===== config.mk =====
export PLATFORM = sky130hd
export DESIGN_NAME = rvv_backend_dispatch_raw_tracker
export DESIGN_NICKNAME = d
export VERILOG_FILES = /design/src/rtl/rvv_backend_dispatch_raw_tracker.sv
export SDC_FILE = /design/constraint.sdc
export NUM_CORES = 1
export LEC_CHECK = 0
export ABC_AREA = 1
export CAP_MARGIN = 20
export CELL_PAD_IN_SITES_DETAIL_PLACEMENT = 1
export CELL_PAD_IN_SITES_GLOBAL_PLACEMENT = 1
export CORE_ASPECT_RATIO = 1.1
export CORE_MARGIN = 2
export CORE_UTILIZATION = 45
export CTS_CLUSTER_SIZE = 12
export DETAILED_ROUTE_END_ITERATION = 8
export PLACE_DENSITY_LB_ADDON = 0.1
export SETUP_SLACK_MARGIN = 0.15
export SLEW_MARGIN = 20
export SYNTH_ARGS = -nofsm -noshare
export SYNTH_HDL_FRONTEND = slang
export SYNTH_SLANG_ARGS = --single-unit

===== constraint.sdc =====
create_clock -name clk -period 12.7 [get_ports clk]
set_clock_uncertainty 0.2 [all_clocks]
set_input_delay 3.81 -clock clk [delete_from_list [all_inputs] [get_ports clk]]
set_output_delay 3.81 -clock clk [all_outputs]
set_load 0.02 [all_outputs]

===== src/rtl/rvv_backend_dispatch_raw_tracker.sv =====
// rtl/rvv_backend_dispatch_raw_tracker.sv - tracks in-flight ROB destination vregs and produces per-operand bypass hits and RAW stall
module rvv_backend_dispatch_raw_tracker #(
  parameter int ROB_DEPTH  = 8,
  parameter int ROB_IDX_W  = 3,
  parameter int VREG_IDX_W = 5
) (
  input  logic                  clk,
  input  logic                  rst_n,
  input  logic                  alloc_valid,
  input  logic [VREG_IDX_W-1:0] alloc_vd,
  input  logic                  alloc_vd_valid,
  output logic                  alloc_ready,
  output logic [ROB_IDX_W-1:0]  alloc_idx,
  input  logic                  wb_valid,
  input  logic [ROB_IDX_W-1:0]  wb_idx,
  input  logic                  retire_valid,
  input  logic                  flush,
  input  logic                  query_valid,
  input  logic [VREG_IDX_W-1:0] query_vs1,
  input  logic [VREG_IDX_W-1:0] query_vs2,
  input  logic [VREG_IDX_W-1:0] query_vd,
  input  logic                  query_vs1_en,
  input  logic                  query_vs2_en,
  input  logic                  query_vd_en,
  input  logic                  query_v0_en,
  output logic [ROB_DEPTH-1:0]  vs1_hit,
  output logic [ROB_DEPTH-1:0]  vs2_hit,
  output logic [ROB_DEPTH-1:0]  vd_hit,
  output logic [ROB_DEPTH-1:0]  v0_hit,
  output logic                  raw_stall,
  output logic [ROB_IDX_W:0]    count
);

  logic [ROB_DEPTH-1:0]                 valid_q;
  logic [ROB_DEPTH-1:0]                 done_q;
  logic [ROB_DEPTH-1:0]                 vd_valid_q;
  logic [ROB_DEPTH-1:0][VREG_IDX_W-1:0] vd_q;
  logic [ROB_IDX_W-1:0]                 wptr_q;
  logic [ROB_IDX_W-1:0]                 rptr_q;
  logic [ROB_IDX_W:0]                   count_q;
  logic                                 alloc_fire;
  logic                                 retire_fire;

  assign alloc_ready = (count_q != (ROB_IDX_W+1)'(ROB_DEPTH));
  assign alloc_idx   = wptr_q;
  assign count       = count_q;
  assign alloc_fire  = alloc_valid & alloc_ready & ~flush;
  assign retire_fire = retire_valid & (count_q != '0) & ~flush;

  // Retire and alloc follow writeback so a same-cycle retire clears done.
  always_ff @(posedge clk or negedge rst_n) begin
    if (!rst_n) begin
      valid_q    <= '0;
      done_q     <= '0;
      vd_valid_q <= '0;
      vd_q       <= '0;
      wptr_q     <= '0;
      rptr_q     <= '0;
      count_q    <= '0;
    end else if (flush) begin
      valid_q <= '0;
      done_q  <= '0;
      wptr_q  <= '0;
      rptr_q  <= '0;
      count_q <= '0;
    end else begin
      if (wb_valid && valid_q[wb_idx]) begin
        done_q[wb_idx] <= 1'b1;
      end
      if (retire_fire) begin
        valid_q[rptr_q] <= 1'b0;
        done_q[rptr_q]  <= 1'b0;
        rptr_q          <= rptr_q + 1'b1;
      end
      if (alloc_fire) begin
        valid_q[wptr_q]    <= 1'b1;
        done_q[wptr_q]     <= 1'b0;
        vd_q[wptr_q]       <= alloc_vd;
        vd_valid_q[wptr_q] <= alloc_vd_valid;
        wptr_q             <= wptr_q + 1'b1;
      end
      case ({alloc_fire, retire_fire})
        2'b10:   count_q <= count_q + 1'b1;
        2'b01:   count_q <= count_q - 1'b1;
        default: count_q <= count_q;
      endcase
    end
  end

  // Walk entries in age order starting from the youngest (wptr-1); first match wins.
  function automatic logic [ROB_DEPTH-1:0] youngest_hit(
    input logic                                 en,
    input logic [VREG_IDX_W-1:0]                vreg,
    input logic [ROB_IDX_W-1:0]                 wptr,
    input logic [ROB_DEPTH-1:0]                 valid,
    input logic [ROB_DEPTH-1:0]                 vd_valid,
    input logic [ROB_DEPTH-1:0][VREG_IDX_W-1:0] vd
  );
    logic [ROB_DEPTH-1:0] hit;
    logic                 found;
    logic [ROB_IDX_W-1:0] idx;
    hit   = '0;
    found = 1'b0;
    for (int k = 0; k < ROB_DEPTH; k++) begin
      idx = wptr - ROB_IDX_W'(k + 1);
      if (!found && en && valid[idx] && vd_valid[idx] && (vd[idx] == vreg)) begin
        hit[idx] = 1'b1;
        found    = 1'b1;
      end
    end
    return hit;
  endfunction

  always_comb begin
    vs1_hit = youngest_hit(query_valid & query_vs1_en, query_vs1, wptr_q, valid_q, vd_valid_q, vd_q);
    vs2_hit = youngest_hit(query_valid & query_vs2_en, query_vs2, wptr_q, valid_q, vd_valid_q, vd_q);
    vd_hit  = youngest_hit(query_valid & query_vd_en, query_vd, wptr_q, valid_q, vd_valid_q, vd_q);
    v0_hit  = youngest_hit(query_valid & query_v0_en, '0, wptr_q, valid_q, vd_valid_q, vd_q);
  end

  assign raw_stall = query_valid & (|((vs1_hit | vs2_hit | vd_hit | v0_hit) & ~done_q));

endmodule


Figure 1. M1 wires.
Supply wires on this layer in gray.
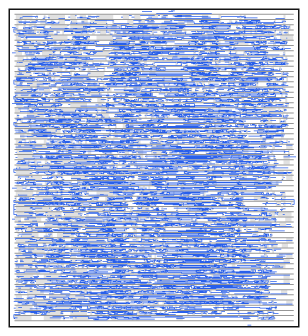
main direction: horizontal
nets with wire on the layer: 1754
wire length on this layer: 21.8 mm
longest straight run: 56.1 um

Figure 2. Cell classes on the final placement.
Scale bar: 50 um.
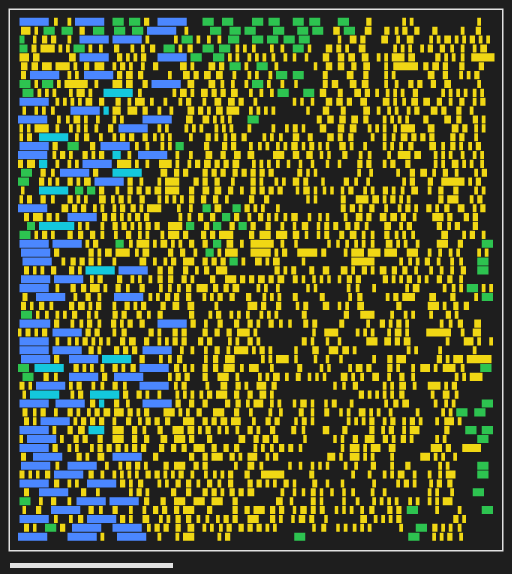
legend:
  remaining logic cells:
    color: yellow
    cells: 1680
    share_of_their_area: 73%
  sequential cells:
    color: blue
    cells: 74
    share_of_their_area: 16%
  clock drivers and dummy loads:
    color: cyan
    cells: 15
    share_of_their_area: 2.6%
  remaining buffers and delay cells:
    color: green
    cells: 90
    share_of_their_area: 7.6%

Figure 3. Cell sizes after repair.
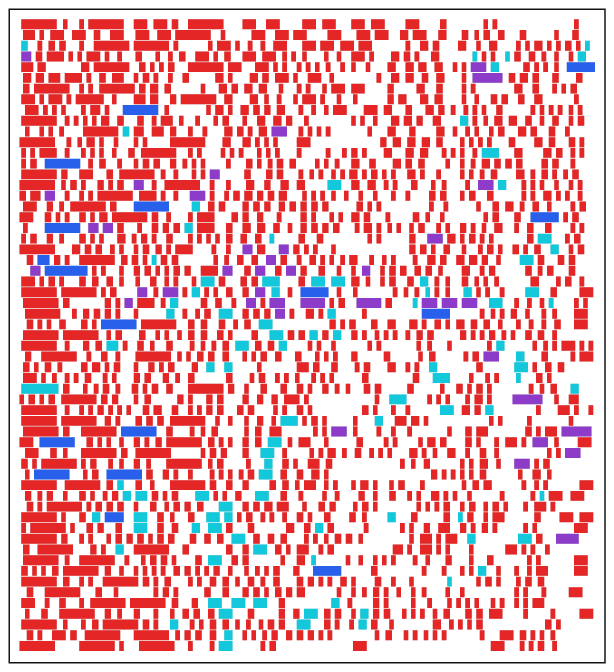
legend:
  x2:
    color: cyan
    cells: 99
    share: 5.3%
  x1 and smaller:
    color: red
    cells: 1703
    share: 92%
  x3 and x4:
    color: purple
    cells: 40
    share: 2.2%
  x6 and larger:
    color: blue
    cells: 17
    share: 0.91%

Figure 4. Clock network drawn from the DEF.
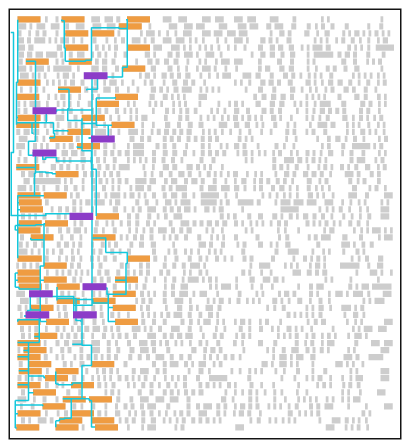
legend:
  clock-net drivers:
    color: purple
    count: 9
  flip-flops:
    color: orange
    count: 74
  clock wires:
    color: cyan
    length: 1090 um
flops lie: a column on the left
routed clock nets: 10

==> run summary <==
Reports from this run.

- The clock latency on the worst-skew pair reads 0.34 ns.
- After synthesis, the most frequently instantiated cells are sky130_fd_sc_hd__nand2_1, sky130_fd_sc_hd__nand3_1, sky130_fd_sc_hd__nor2_1.
- The finished design was reported to have a net count of 1900.
- The peak supply drop reads 158 uV.
- The met3 wire length reads roughly 4800 um.
- The number of placed instances, taps included, is 2149.
- The count of antenna-violating nets left after detailed routing reads 0.
- The areal power density over the cells reads 159 nW/um2.
- The yosys stat chip area reads 10700 um2.
- The per-instance average area after synthesis reads 5.79 um2.
- The worst setup path is launched from a primary input.
- The Yosys step of the flow raised 0 warnings.
- In this run, post-CTS repair resized a total of 0 instances.
- Summed over all failing endpoints, the final setup total negative slack is 0 ns.
- The clock root buffer is sky130_fd_sc_hd__clkbuf_16.
- The cell area after synthesis is 10700 um2.
- The growth of design area from synthesis to finish is 9.01%.
- The global router's overall resource usage reads 42.1%.
- The y dimension of the die reads roughly 170 um.
- The report counts max-capacitance violations totalling 0.
- The startpoint identified for the worst register-to-register timing path is alloc_idx[2].
- The count of port buffers added during placement reads 75.
- The standard cell with the maximum stage delay on the critical path reads sky130_fd_sc_hd__clkdlybuf4s50_1.
- Per STA, the worst path is made up of clkdlybuf4s50_1 > clkinv_1 > nand2_1 > nand2_1 > nor2_1 > nand3_1 > nand3_1 > nor2_1 > nor2_1 > nand3_1 > nor2_1 > nand3_1 > nor2_1 > nand2_1 > nand2_1 > nand2_1 > nor2_1 > nand2_1 > clkdlybuf4s50_1.
- The weighted congestion at the end of routability-driven global placement is 1.04.
- The depth of the worst register-to-register path is 7.
- The cell-internal power is 0.000758 W.
- In the global route stage, met1 resource usage came out at a little under three fifths.
- After layout, the worst path uses 94.1% of the clock period.
- For this run, the number of standard cells in the final layout without fillers is around 2.2k.
- The static leakage reads 5.37 nW.
- Yosys mapped a number of flops with a built-in enable equal to 0.
- The final core utilization is 49.5%.
- The post-synthesis register bit count is about 74.
- The worst path in the final design needs a cycle of 11.95 ns, including I/O delays and setup.
- In this run the worst path has a maximum fanout of 12.
- Sequential cells account for 18.6% of the total power.
- The wire length of the first global-routing pass reads 80000 um.
- The die is 151 um wide.
- The clock-pin transition on the worst setup and hold timing paths is 0.06 ns.
- The largest register by flop count is vd_q.
- The first routing iteration left about 1.4k violations.
- Using the TritonRoute via totals, the vias-per-cell ratio works out to 6.40.
- The register share after synthesis reads 17.4%.
- The path class of the lowest-slack min-delay path reads reg2reg.
- The initial utilization of the core area, before any placement, comes to 45.4%.
- Per the final timing report, the hold violations number 0.
- The kind of end point of the critical path is a primary output.
- In the global route stage, met2 resource usage came out at 65.3%.
- The remaining max-slew budget at the tightest pin is slightly below 30%.
- The floorplan die area is between 20000 and 25000 um2.
- The path with the worst hold slack has its endpoint at vd_q[11].
- The overall power of the completed layout is around 0.0018 W.
- The count of buffer and inverter cells on the critical path is 3.
- The buffer depth of the longest clock path is 2.
- Setup repair after global routing left no endpoint under its margin.
- The power report attributes to the clock group a share of ~14%.
- The number of buffers added for setup after CTS is 0.
- The uppermost layer routed is met4.
- The endpoint of the worst setup timing path is raw_stall.
- The overall overflow remaining after global route reads 0.
- The top-level port count is 76.
- The number of cells in the yosys synthesis report is between 1.5k and 2k.
- The most frequently used cell type in the post-synthesis netlist is sky130_fd_sc_hd__nand2_1.
- The combinational group share of total power reads 67.4%.
- The portion of synthesized cell area occupied by the leading cell type reads 19.7%.
- The total vias in the final route is about 14k.
- The STA report counts the stages on the worst setup path as 19.
- The most used flip-flop cell after synthesis is sky130_fd_sc_hd__dfrtp_1.
- Detailed placement finished with a half-perimeter wire length of 40000 um.
- The number of buffers inserted by hold repair at cts reads 0.
- The last timing report of the flow puts the setup violation total at 0.
- The launch point of the worst min-delay path is recorded as vd_q[11].
- In this run the core area contains 59 standard-cell rows.
- The initial antenna violation count reads 0.
- The stage logs contain a warning count of 30.
- The timing report gives the worst reg2reg path a setup slack of about 9.4 ns.
- According to the report, the first pass of detailed routing completed in 6 iterations.
- The flow ran to the end, and the final reports show no timing, DRC or antenna violations.
- The H-tree depth is 3.
- The post-route netlist has 8.39% of its cells at a drive strength greater than 1.
- Counting pins that exceed their max-slew limit in the final report gives 0.
[final cells by class]
cell class,instances,area [um2]
well taps,305,382
clock inverters,5,55.1
multi-input cells,1558,7770
fillers,3366,11800
flip-flops and latches,74,1850
inverters,122,468
clock buffers,10,239
repair buffers,90,858
[power groups by stage]
| stage | clock [W] | sequential (W) | combinational (W) |
|---|---|---|---|
| after floorplan | 0 | 0.000329 | 0.000807 |
| after global placement | 0 | 0.000339 | 0.00116 |
| after detailed placement | 0 | 0.000342 | 0.00118 |
| after CTS | 0.000259 | 0.000340 | 0.00119 |
| after global routing | 0.000266 | 0.000347 | 0.00133 |
| final | 0.000258 | 0.000343 | 0.00125 |
[cell usage in the layout, fill, tap and decap left out, drive strengths merged, types with 9 or more instances in the layout]
| cell | count |
|---|---|
| nor3 | 35 |
| clkbuf | 10 |
| a21oi | 25 |
| nand3 | 456 |
| buf | 16 |
| nor2 | 244 |
| o22ai | 11 |
| and2 | 10 |
| dfrtp | 74 |
| nand4 | 101 |
| xor2 | 22 |
| nand2 | 543 |
| clkinv | 11 |
| ha | 9 |
| o21ai | 81 |
| inv | 113 |
| clkdlybuf4s50 | 74 |
[logic make-up (layout without fill, tap and decap cells)]
family          after synthesis  count (layout)  share of synthesized area, %
flops                        74              74                          17.4
xor+xnor                     23              23                          1.89
buf+inv                     210             227                          9.77
simple gates               1398            1398                          63.2
fa+ha+maj                    10              10                          1.24
compound gates              127             127                          6.49
[through the flow]
step | hold slack (ns) | instance area [um2] | setup WS (ns)
2_1_floorplan | 0.274 | 10700 | 2.70
3_3_place_gp | 0.293 | 11300 | 0.820
3_5_place_dp | 0.300 | 11300 | 0.854
4_1_cts | 0.325 | 11600 | 0.839
5_1_grt | 0.353 | 11600 | 0.535
6_report | 0.332 | 11600 | 0.748
No activity file was given, so power comes from the tool's default toggle rates.
